==> images/sizes.png <==
Bar = 20 µm.
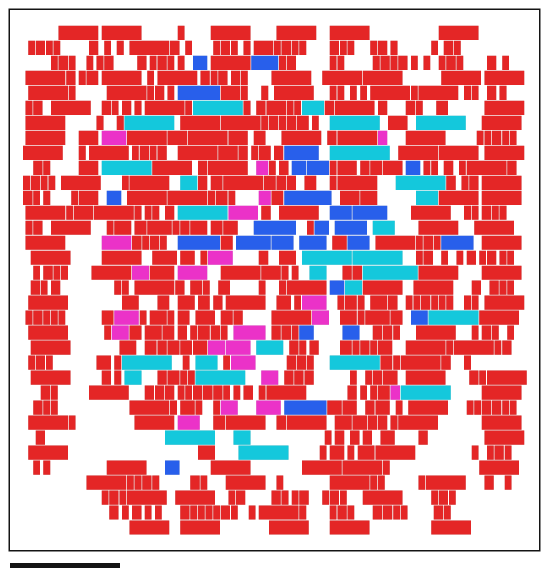
==> images/clk_routes.png <==
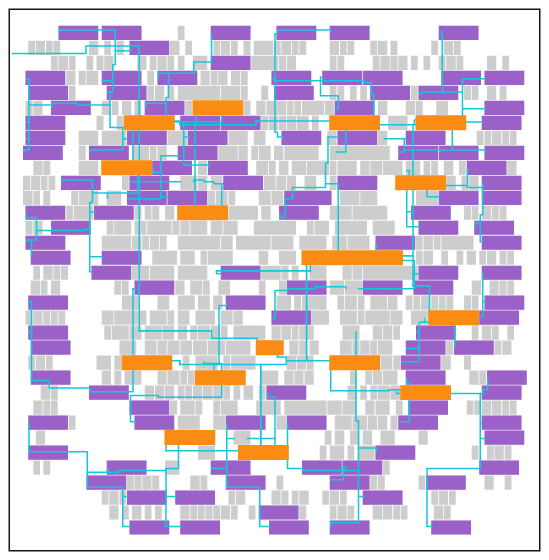
==> src/rtl/prog_loader_pkg.sv <==
// Shared constants and types for the program/data loader: command codes,
// memory indices and the loader state encoding.
package prog_loader_pkg;

  localparam logic [7:0] LDR_CMD_LOAD = 8'h01;
  localparam logic [7:0] LDR_CMD_RUN  = 8'h02;

  localparam int LDR_MEM_INSTR = 0;
  localparam int LDR_MEM_DATA  = 1;

  localparam int CNT_WIDTH = 16;

  typedef enum logic [1:0] {
    ST_IDLE = 2'd0,
    ST_ADDR = 2'd1,
    ST_DATA = 2'd2,
    ST_RUN  = 2'd3
  } ldr_state_e;

  // Width of a memory-select index; at least one bit even for a single target.
  function automatic int sel_width(input int num_mems);
    return (num_mems > 1) ? $clog2(num_mems) : 1;
  endfunction

endpackage

==> src/rtl/prog_loader_hdr_decode.sv <==
// Combinational header decoder: splits a frame header into command fields
// and classifies it as a valid LOAD, a RUN, or a malformed header.
module prog_loader_hdr_decode
  import prog_loader_pkg::*;
#(
  parameter int NUM_MEMS = 2,
  parameter int SEL_W    = 1
) (
  input  logic [31:0]          hdr,
  output logic                 is_load,
  output logic                 is_run,
  output logic                 bad,
  output logic [SEL_W-1:0]     sel,
  output logic [CNT_WIDTH-1:0] count
);

  localparam logic [7:0] MEM_LIMIT = 8'(NUM_MEMS);

  logic [7:0] cmd;
  logic [7:0] mem;

  assign cmd   = hdr[31:24];
  assign mem   = hdr[23:16];
  assign count = hdr[15:0];
  assign sel   = hdr[16 +: SEL_W];

  // A zero-length LOAD is rejected rather than treated as a no-op frame.
  assign is_load = (cmd == LDR_CMD_LOAD) && (mem < MEM_LIMIT) && (count != '0);
  assign is_run  = (cmd == LDR_CMD_RUN);
  assign bad     = !is_load && !is_run;

endmodule

==> src/rtl/prog_loader.sv <==
// Framed word-stream loader: writes LOAD payloads into one of NUM_MEMS BRAM
// write ports, then releases the core's PC stall for a RUN window.
module prog_loader
  import prog_loader_pkg::*;
#(
  parameter int DATA_WIDTH = 32,
  parameter int ADDR_WIDTH = 10,
  parameter int NUM_MEMS   = 2
) (
  input  logic                           clk,
  input  logic                           rst,
  input  logic                           s_valid,
  input  logic [DATA_WIDTH-1:0]          s_data,
  output logic                           s_ready,
  input  logic                           halt_req,
  output logic [NUM_MEMS*ADDR_WIDTH-1:0] w_addr,
  output logic [NUM_MEMS*DATA_WIDTH-1:0] w_dat,
  output logic [NUM_MEMS-1:0]            w_enb,
  output logic                           cpu_stall,
  output logic                           busy,
  output logic                           load_done,
  output logic                           run_done,
  output logic                           err
);

  localparam int SEL_W = sel_width(NUM_MEMS);

  ldr_state_e           state_reg, state_next;
  logic [CNT_WIDTH-1:0] cnt_reg, cnt_next;
  logic [SEL_W-1:0]     sel_reg, sel_next;
  logic [ADDR_WIDTH-1:0] addr_reg, addr_next;
  logic stall_reg, stall_next;
  logic err_reg, err_next;
  logic ready_reg, ready_next;
  logic load_done_reg, load_done_next;
  logic run_done_reg, run_done_next;
  logic wr_fire;
  logic accept;

  logic                 dec_is_load, dec_is_run, dec_bad;
  logic [SEL_W-1:0]     dec_sel;
  logic [CNT_WIDTH-1:0] dec_count;

  prog_loader_hdr_decode #(
    .NUM_MEMS (NUM_MEMS),
    .SEL_W    (SEL_W)
  ) u_hdr_decode (
    .hdr     (s_data[31:0]),
    .is_load (dec_is_load),
    .is_run  (dec_is_run),
    .bad     (dec_bad),
    .sel     (dec_sel),
    .count   (dec_count)
  );

  assign accept = s_valid && ready_reg;

  always_ff @(posedge clk) begin
    if (rst) begin
      state_reg     <= ST_IDLE;
      cnt_reg       <= '0;
      sel_reg       <= '0;
      addr_reg      <= '0;
      stall_reg     <= 1'b1;
      err_reg       <= 1'b0;
      ready_reg     <= 1'b0;
      load_done_reg <= 1'b0;
      run_done_reg  <= 1'b0;
    end else begin
      state_reg     <= state_next;
      cnt_reg       <= cnt_next;
      sel_reg       <= sel_next;
      addr_reg      <= addr_next;
      stall_reg     <= stall_next;
      err_reg       <= err_next;
      ready_reg     <= ready_next;
      load_done_reg <= load_done_next;
      run_done_reg  <= run_done_next;
    end
  end

  // One counter serves both the remaining LOAD words and the RUN cycles;
  // a RUN loaded with zero never decrements and so only ends on halt_req.
  always_comb begin
    state_next     = state_reg;
    cnt_next       = cnt_reg;
    sel_next       = sel_reg;
    addr_next      = addr_reg;
    stall_next     = stall_reg;
    err_next       = err_reg;
    load_done_next = 1'b0;
    run_done_next  = 1'b0;
    wr_fire        = 1'b0;
    case (state_reg)
      ST_IDLE: begin
        if (accept) begin
          if (dec_is_load) begin
            state_next = ST_ADDR;
            cnt_next   = dec_count;
            sel_next   = dec_sel;
          end else if (dec_is_run) begin
            state_next = ST_RUN;
            cnt_next   = dec_count;
            stall_next = 1'b0;
          end else if (dec_bad) begin
            err_next = 1'b1;
          end
        end
      end
      ST_ADDR: begin
        if (accept) begin
          addr_next  = s_data[ADDR_WIDTH-1:0];
          state_next = ST_DATA;
        end
      end
      ST_DATA: begin
        if (accept) begin
          wr_fire   = 1'b1;
          addr_next = addr_reg + ADDR_WIDTH'(4);
          cnt_next  = cnt_reg - 1'b1;
          if (cnt_reg == CNT_WIDTH'(1)) begin
            load_done_next = 1'b1;
            state_next     = ST_IDLE;
          end
        end
      end
      ST_RUN: begin
        if (halt_req || cnt_reg == CNT_WIDTH'(1)) begin
          state_next    = ST_IDLE;
          stall_next    = 1'b1;
          run_done_next = 1'b1;
        end else if (cnt_reg != '0) begin
          cnt_next = cnt_reg - 1'b1;
        end
      end
      default: state_next = ST_IDLE;
    endcase
    ready_next = (state_next != ST_RUN);
  end

  genvar gi;
  generate
    for (gi = 0; gi < NUM_MEMS; gi++) begin : g_port
      logic [ADDR_WIDTH-1:0] port_addr_reg;
      logic [DATA_WIDTH-1:0] port_dat_reg;
      logic                  port_enb_reg;
      logic                  hit;

      assign hit = wr_fire && (sel_reg == SEL_W'(gi));

      always_ff @(posedge clk) begin
        if (rst) begin
          port_addr_reg <= '0;
          port_dat_reg  <= '0;
          port_enb_reg  <= 1'b0;
        end else begin
          port_enb_reg <= hit;
          if (hit) begin
            port_addr_reg <= addr_reg;
            port_dat_reg  <= s_data;
          end
        end
      end

      assign w_addr[gi*ADDR_WIDTH +: ADDR_WIDTH] = port_addr_reg;
      assign w_dat[gi*DATA_WIDTH +: DATA_WIDTH]  = port_dat_reg;
      assign w_enb[gi]                           = port_enb_reg;
    end
  endgenerate

  assign s_ready   = ready_reg;
  assign cpu_stall = stall_reg;
  assign busy      = (state_reg != ST_IDLE);
  assign load_done = load_done_reg;
  assign run_done  = run_done_reg;
  assign err       = err_reg;

endmodule

==> config.mk <==
export PLATFORM = sky130hd
export DESIGN_NAME = prog_loader
export DESIGN_NICKNAME = d
export VERILOG_FILES = /design/src/rtl/prog_loader_pkg.sv /design/src/rtl/prog_loader_hdr_decode.sv /design/src/rtl/prog_loader.sv
export SDC_FILE = /design/constraint.sdc
export NUM_CORES = 1
export LEC_CHECK = 0
export CORE_AREA = 2 2 94 96
export CTS_CLUSTER_DIAMETER = 120
export CTS_CLUSTER_SIZE = 40
export DETAILED_ROUTE_END_ITERATION = 8
export DIE_AREA = 0 0 96 98
export DONT_BUFFER_PORTS = 1
export GPL_TIMING_DRIVEN = 0
export HOLD_SLACK_MARGIN = 0.1
export MAX_ROUTING_LAYER = met4
export PLACE_DENSITY = 0.77
export REMOVE_ABC_BUFFERS = 1
export SYNTH_ARGS = -nofsm -noshare
export SYNTH_HDL_FRONTEND = slang
export SYNTH_SLANG_ARGS = --single-unit
export TNS_END_PERCENT = 5
==> constraint.sdc <==
create_clock -name clk -period 2.4 [get_ports clk]
set_clock_uncertainty 0.15 [all_clocks]
set_input_delay 0.24 -clock clk [delete_from_list [all_inputs] [get_ports clk]]
set_output_delay 0.24 -clock clk [all_outputs]
set_load 0.02 [all_outputs]
==> run notes <==
run results: first-pass GRT wire length=20,800 µm, design internal power=3410 µW, post-synthesis cell count from yosys=648, total track usage=29.0%, share of synthesized area occupied by flip-flops and latches=46.9%, ys async rst share=0%, Latency at later pin=0.52 ns, status=complete, but fails checks, number of sinks driven by the clock tree=120, number of warnings the tools reported=32, worst voltage drop across the vdd grid=454 µV, non-filler instance count after layout=757, share of post-route cells with drive strength above 1=11.7%, die outline height=98 µm, Total Wirelength=13,300 µm, MI comb area=2570 µm², unrepaired setup endpoints after global routing=yes, Avg Synthesized Cell Area=7.91 µm², worst reg2reg path endpoint=sel_reg$_SDFFE_PP0P_, most common cell type on the critical path=sky130_fd_sc_hd__nor2_1, DR WL/cell=17.6 µm, startpoint type of the worst setup path=flip-flop, number of setup buffers added after CTS=1, detailed placement HPWL=8170 µm, yosys warning tally=0, vias per cell=6.10, main area contributors after synthesis=sky130_fd_sc_hd__dfxtp_1 47%, sky130_fd_sc_hd__nand2_1 15%, sky130_fd_sc_hd__a21oi_1 9.9%, relative slew slack=59.4%, Post-Synthesis Cell Area=5120 µm², switching pwr=994 µW, die outline area=9410 µm², clock tree buffer depth=2, Tightest Hold Check Type=in2reg, capture endpoint of the worst hold path=g_port[0].port_dat_reg[20]$_SDFFE_PP0P_, fp_density=60.5%, list of cells traversed by the critical path=or2_2 > nor2_1 > nand4_1 > mux2i_1 > nor2_1 > dlygate4sd3_1, highest-power group=clock, slew at the pin with the worst max-slew slack=0.606 ns, failing checks=hold timing, final worst hold slack=-0.366 ns, Seq pwr share=45.4%, Die Width=96 µm, placeable core area=8470 µm², power share of the combinational group=1.0%, number of hold violations in the final report=111, min-delay src=rst, CTS root buffer=sky130_fd_sc_hd__clkbuf_8, crit path time final=2.35 ns, instance tally after logic synthesis=648, pre-CTS setup slack=-1.74 ns, count of unique library cells instantiated by Yosys=56, clock network fraction of design power=53.6%, clock tree from TritonCTS=done, number of placed instances with taps included=711, drt pass-1 iters=5, length in cells of the worst reg-to-reg path=6, most common flop cell mapped by yosys=sky130_fd_sc_hd__dfxtp_1, combinational gate power=43.9 µW, Dominant cell area share=46.9%, Worst Path Class, Setup=reg2reg, hold buffer count at CTS=10, Clock net power=2360 µW, CTS resizes=12, required time of the critical path=2.66 ns, Critical path destination=sel_reg$_SDFFE_PP0P_, Pwr Density=748 nW/µm², I/O Buffers=0, CTS H-Tree Depth=4, Crit Path Max Fanout=32, most used standard cell by instance count after synthesis=sky130_fd_sc_hd__nand2_1
About sizes.png:
colour	size	cells	most used
red	_0 and _1 cells	573	nand2_1
cyan	_6 and larger	28	clkbuf_16
blue	_3 and _4 cells	26	clkinvlp_4
magenta	_2 cells	22	a21oi_2

About clk_routes.png:
[orange] clock drivers | count: 17
[purple] flip-flops | count: 120
[cyan] clock wires | length: 1,340 µm
routed clock nets	18
flops lie	spread over the die

## kinds of logic (layout without fill, tap and decap cells)
| logic type | count (synthesis) | in the layout | synth area share (%) |
|---|---|---|---|
| adders and majority gates | 4 | 4 | 0.977 |
| DFF | 120 | 120 | 46.9 |
| AOI/OAI and AO/OA | 161 | 161 | 19.7 |
| muxes | 4 | 4 | 0.806 |
| and+or+nand+nor | 298 | 299 | 26.1 |
| xor gates and xnor gates | 5 | 5 | 0.854 |
| buffers and inverters | 56 | 56 | 4.74 |
## area by class of cell
| cell class | count | share of cell area, % |
|---|---|---|
| multi-input cells | 473 | 43.7 |
| flip-flops and latches | 120 | 40.9 |
| clock buffers | 17 | 7.04 |
| repair buffers | 17 | 3.13 |
| clock inverters | 15 | 2.43 |
| well taps | 108 | 2.30 |
| inverters | 7 | 0.511 |
## layer usage
metal,vias up,GRT usage [%],wire (µm)
li1,2196,-,-
met4,0,9.89,307
met3,31,8.64,1220
met2,219,45.8,6460
met1,2171,34.9,5350
met5,-,-,0
## layout by cell type (no fill, tap or decap), drive strengths merged, types with 4 or more instances in the layout
cell type,count
o211ai,7
nand2,201
nor3,11
a31oi,5
inv,12
a21oi,107
clkinvlp,5
o21ai,17
and3,7
dlygate4sd3,10
nor4,13
clkinv,4
nand3,12
and2,4
ha,4
nor2,28
xor2,4
a22oi,4
dfxtp,120
clkbuf,17
buf,7
nand4,8
## metrics by stage
stage	utilization (%)	TNS, ns	total power (µW)	instance area (µm²)
2_1_floorplan	-	-115.88	2070	4910
3_3_place_gp	59.6	-254.68	2080	5040
3_5_place_dp	60.4	-120.36	2080	5120
4_1_cts	68.9	0	4420	5840
5_1_grt	69.5	-0.0836	4510	5880
6_report	69.5	0	4400	5880
Power is estimated from default activity; no workload was simulated.
